File: src/rtl/serial_adder.sv
// serial_adder: bit-serial adder, LSB first, one full-adder cell plus a carry
// flop. Operands latch on an accepted start; {cout,sum} are valid WIDTH+1
// edges later, flagged by a one-cycle done pulse.
// Optional build macro SERIAL_ADDER_SUB_EN adds a 'sub' input that turns the
// operation into a - b (cout = 1 means no borrow).
module serial_adder #(
  parameter int WIDTH = 8
) (
  input  logic             clk,
  input  logic             rst_n,
  input  logic             start,
  input  logic [WIDTH-1:0] a,
  input  logic [WIDTH-1:0] b,
  input  logic             cin,
`ifdef SERIAL_ADDER_SUB_EN
  input  logic             sub,
`endif
  output logic             busy,
  output logic             done,
  output logic [WIDTH-1:0] sum,
  output logic             cout
);

  localparam int CW = (WIDTH > 1) ? $clog2(WIDTH) : 1;

  typedef enum logic [1:0] {S_IDLE, S_RUN, S_DONE} state_t;

  state_t           r_state, w_state_nxt;
  logic [WIDTH-1:0] r_a, r_b, r_res;
  logic [WIDTH-1:0] w_res_nxt, w_b_load;
  logic [CW-1:0]    r_cnt;
  logic             r_c;
  logic             w_accept, w_last, w_s, w_c, w_c_load;

  // Subtraction is a + ~b + 1, so only the captured b and carry differ.
`ifdef SERIAL_ADDER_SUB_EN
  assign w_b_load = sub ? ~b : b;
  assign w_c_load = sub ? 1'b1 : cin;
`else
  assign w_b_load = b;
  assign w_c_load = cin;
`endif

  // Full-adder cell on the current LSBs and the carry flop
  assign w_s    = r_a[0] ^ r_b[0] ^ r_c;
  assign w_c    = (r_a[0] & r_b[0]) | (r_a[0] & r_c) | (r_b[0] & r_c);
  assign w_last = (r_cnt == CW'(WIDTH - 1));

  // Sum bit enters at the MSB so after WIDTH shifts bit 0 holds the LSB result
  always_comb begin
    w_res_nxt            = r_res >> 1;
    w_res_nxt[WIDTH-1]   = w_s;
  end

  // State register
  always_ff @(posedge clk) begin
    if (!rst_n) r_state <= S_IDLE;
    else        r_state <= w_state_nxt;
  end

  // Next state and handshake outputs; DONE also accepts a new start
  always_comb begin
    w_state_nxt = r_state;
    w_accept    = 1'b0;
    busy        = 1'b0;
    done        = 1'b0;
    case (r_state)
      S_IDLE: begin
        if (start) begin
          w_accept    = 1'b1;
          w_state_nxt = S_RUN;
        end
      end
      S_RUN: begin
        busy = 1'b1;
        if (w_last) w_state_nxt = S_DONE;
      end
      S_DONE: begin
        done = 1'b1;
        if (start) begin
          w_accept    = 1'b1;
          w_state_nxt = S_RUN;
        end else begin
          w_state_nxt = S_IDLE;
        end
      end
      default: w_state_nxt = S_IDLE;
    endcase
  end

  // Operand shifters, carry, counter and result; sum/cout move only on completion
  always_ff @(posedge clk) begin
    if (!rst_n) begin
      r_a   <= '0;
      r_b   <= '0;
      r_res <= '0;
      r_c   <= 1'b0;
      r_cnt <= '0;
      sum   <= '0;
      cout  <= 1'b0;
    end else if (w_accept) begin
      r_a   <= a;
      r_b   <= w_b_load;
      r_c   <= w_c_load;
      r_cnt <= '0;
    end else if (r_state == S_RUN) begin
      r_a   <= r_a >> 1;
      r_b   <= r_b >> 1;
      r_c   <= w_c;
      r_res <= w_res_nxt;
      r_cnt <= r_cnt + 1'b1;
      if (w_last) begin
        sum  <= w_res_nxt;
        cout <= w_c;
      end
    end
  end

endmodule

File: config.mk
export PLATFORM = sky130hd
export DESIGN_NAME = serial_adder
export DESIGN_NICKNAME = d
export VERILOG_FILES = /design/src/rtl/serial_adder.sv
export SDC_FILE = /design/constraint.sdc
export NUM_CORES = 1
export LEC_CHECK = 0
export ABC_CLOCK_PERIOD_IN_PS = 1200
export CORE_MARGIN = 2
export CORE_UTILIZATION = 45
export DETAILED_ROUTE_END_ITERATION = 16
export GPL_ROUTABILITY_DRIVEN = 1
export GPL_TIMING_DRIVEN = 1
export MAX_ROUTING_LAYER = met4
export PLACE_DENSITY = 0.74
export REMOVE_ABC_BUFFERS = 1
export SYNTH_ARGS = -nofsm -noshare
export SYNTH_HDL_FRONTEND = slang
export SYNTH_SLANG_ARGS = --single-unit
File: constraint.sdc
create_clock -name clk -period 1.2 [get_ports clk]
set_input_delay 0.24 -clock clk [delete_from_list [all_inputs] [get_ports clk]]
set_output_delay 0.24 -clock clk [all_outputs]
set_load 0.03 [all_outputs]
### The metal 1 layer

The bar under the picture is 20 um long. Supply wires on this layer in gray.
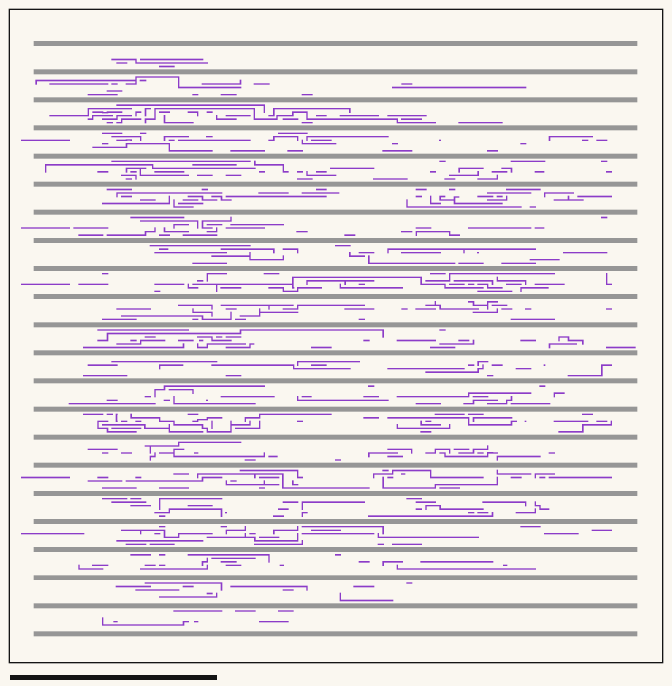
nets with wire on the layer = 216
main direction = horizontal
longest straight run = 14.3 um
wire length on this layer = 1530 um

### Signal wires on met2

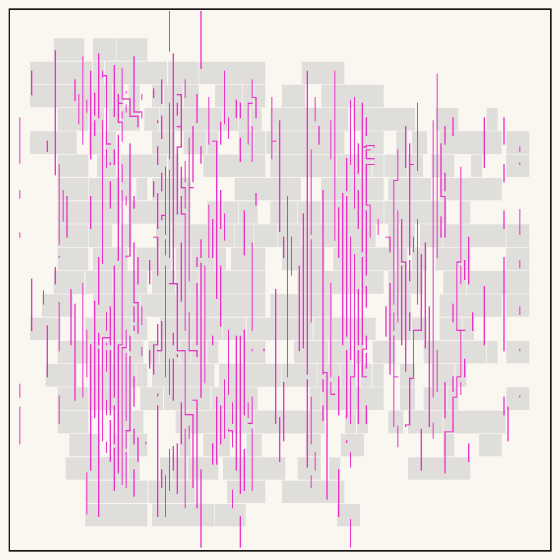
share of all routed wire = 51%
longest straight run = 35.4 um
nets with wire on the layer = 203

==> run notes <==
Flow results are below.

- The run finished, with violations left.
- The checks that failed: negative setup slack.
- The type of the worst setup path is flip-flop to output pin, for reference.
- By count the netlist is led by 44 x nand2_1, 38 x dfxtp_1, 12 x a21boi_1, 12 x nand3_1, 8 x nor2_1.
- The average size of a mapped cell is 8.73 sq um, for reference.
- CTS placed an instance of clkbuf_4 at the clock tree root.
- The row count is 21, for reference.
- The pin closest to its max-slew limit shows a slew of 175 ps.
- Setup slack on the worst path after placement came out at -228 ps.
- The setup violation total in the final timing report is 16, for reference.
- Broken down by cell family, the worst path's largest delay share belongs to flip-flops.
- Per the layout report, the design carries 2 non-clock inverters.
- The multi-input combinational cell count is 126, for reference.
- The kind of end point of the critical path is an output pin, for reference.
- For the completed layout, the total cell area is recorded as roughly 2200 sq um.
- The synthesized netlist devotes ~2.9% of its cell area to adder and majority cells.
- Using the TritonRoute via totals, the vias-per-cell ratio works out to ~5.2.
- Counting the buffers created by CTS gives 5.
- Registers represent a cell area share of between 30% and 40%.
- TritonCTS built the clock tree.
- Per the STA report, the cell with the highest stage delay on the worst path is dfxtp_2.
- The total placed instance area is 1920 sq um, for reference.
- The most prevalent standard cell on the critical path is buf_6, for reference.
- The xor/xnor share of the synthesized area is 0.557%, for reference.
- The worst setup margin is -134 ps, for reference.
- The OpenROAD report gives the critical path a required time of roughly 960 ps.
- The post-cts gate resize count is 40, for reference.
- The power report shows net switching accounting for a little over a quarter of the total.
- The number of buffers inserted for hold repair after clock tree synthesis is 0, for reference.
- The count of buffer and inverter cells on the critical path is 2, for reference.
- Per the GRT congestion report, total overflow comes to 0.
- The tally of nets with antenna violations remaining after routing is 0, for reference.
- The chip area in the Yosys report is 1570 sq um, for reference.
- Grouping non-sequential cells by family puts the most area in simple AND/OR/NAND/NOR gates.
### Met3 routing

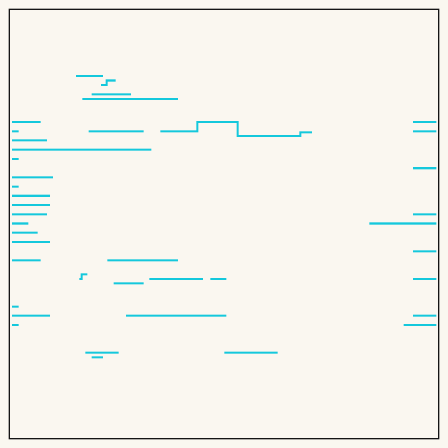
longest straight run = 20.2 um
main direction = horizontal
vias: 1406
final routed wirelength across all metal layers: 3660 um
met3 Resource Use GR: 5.71%

Power figures rest on the tool's default switching activity, not on a simulated workload.
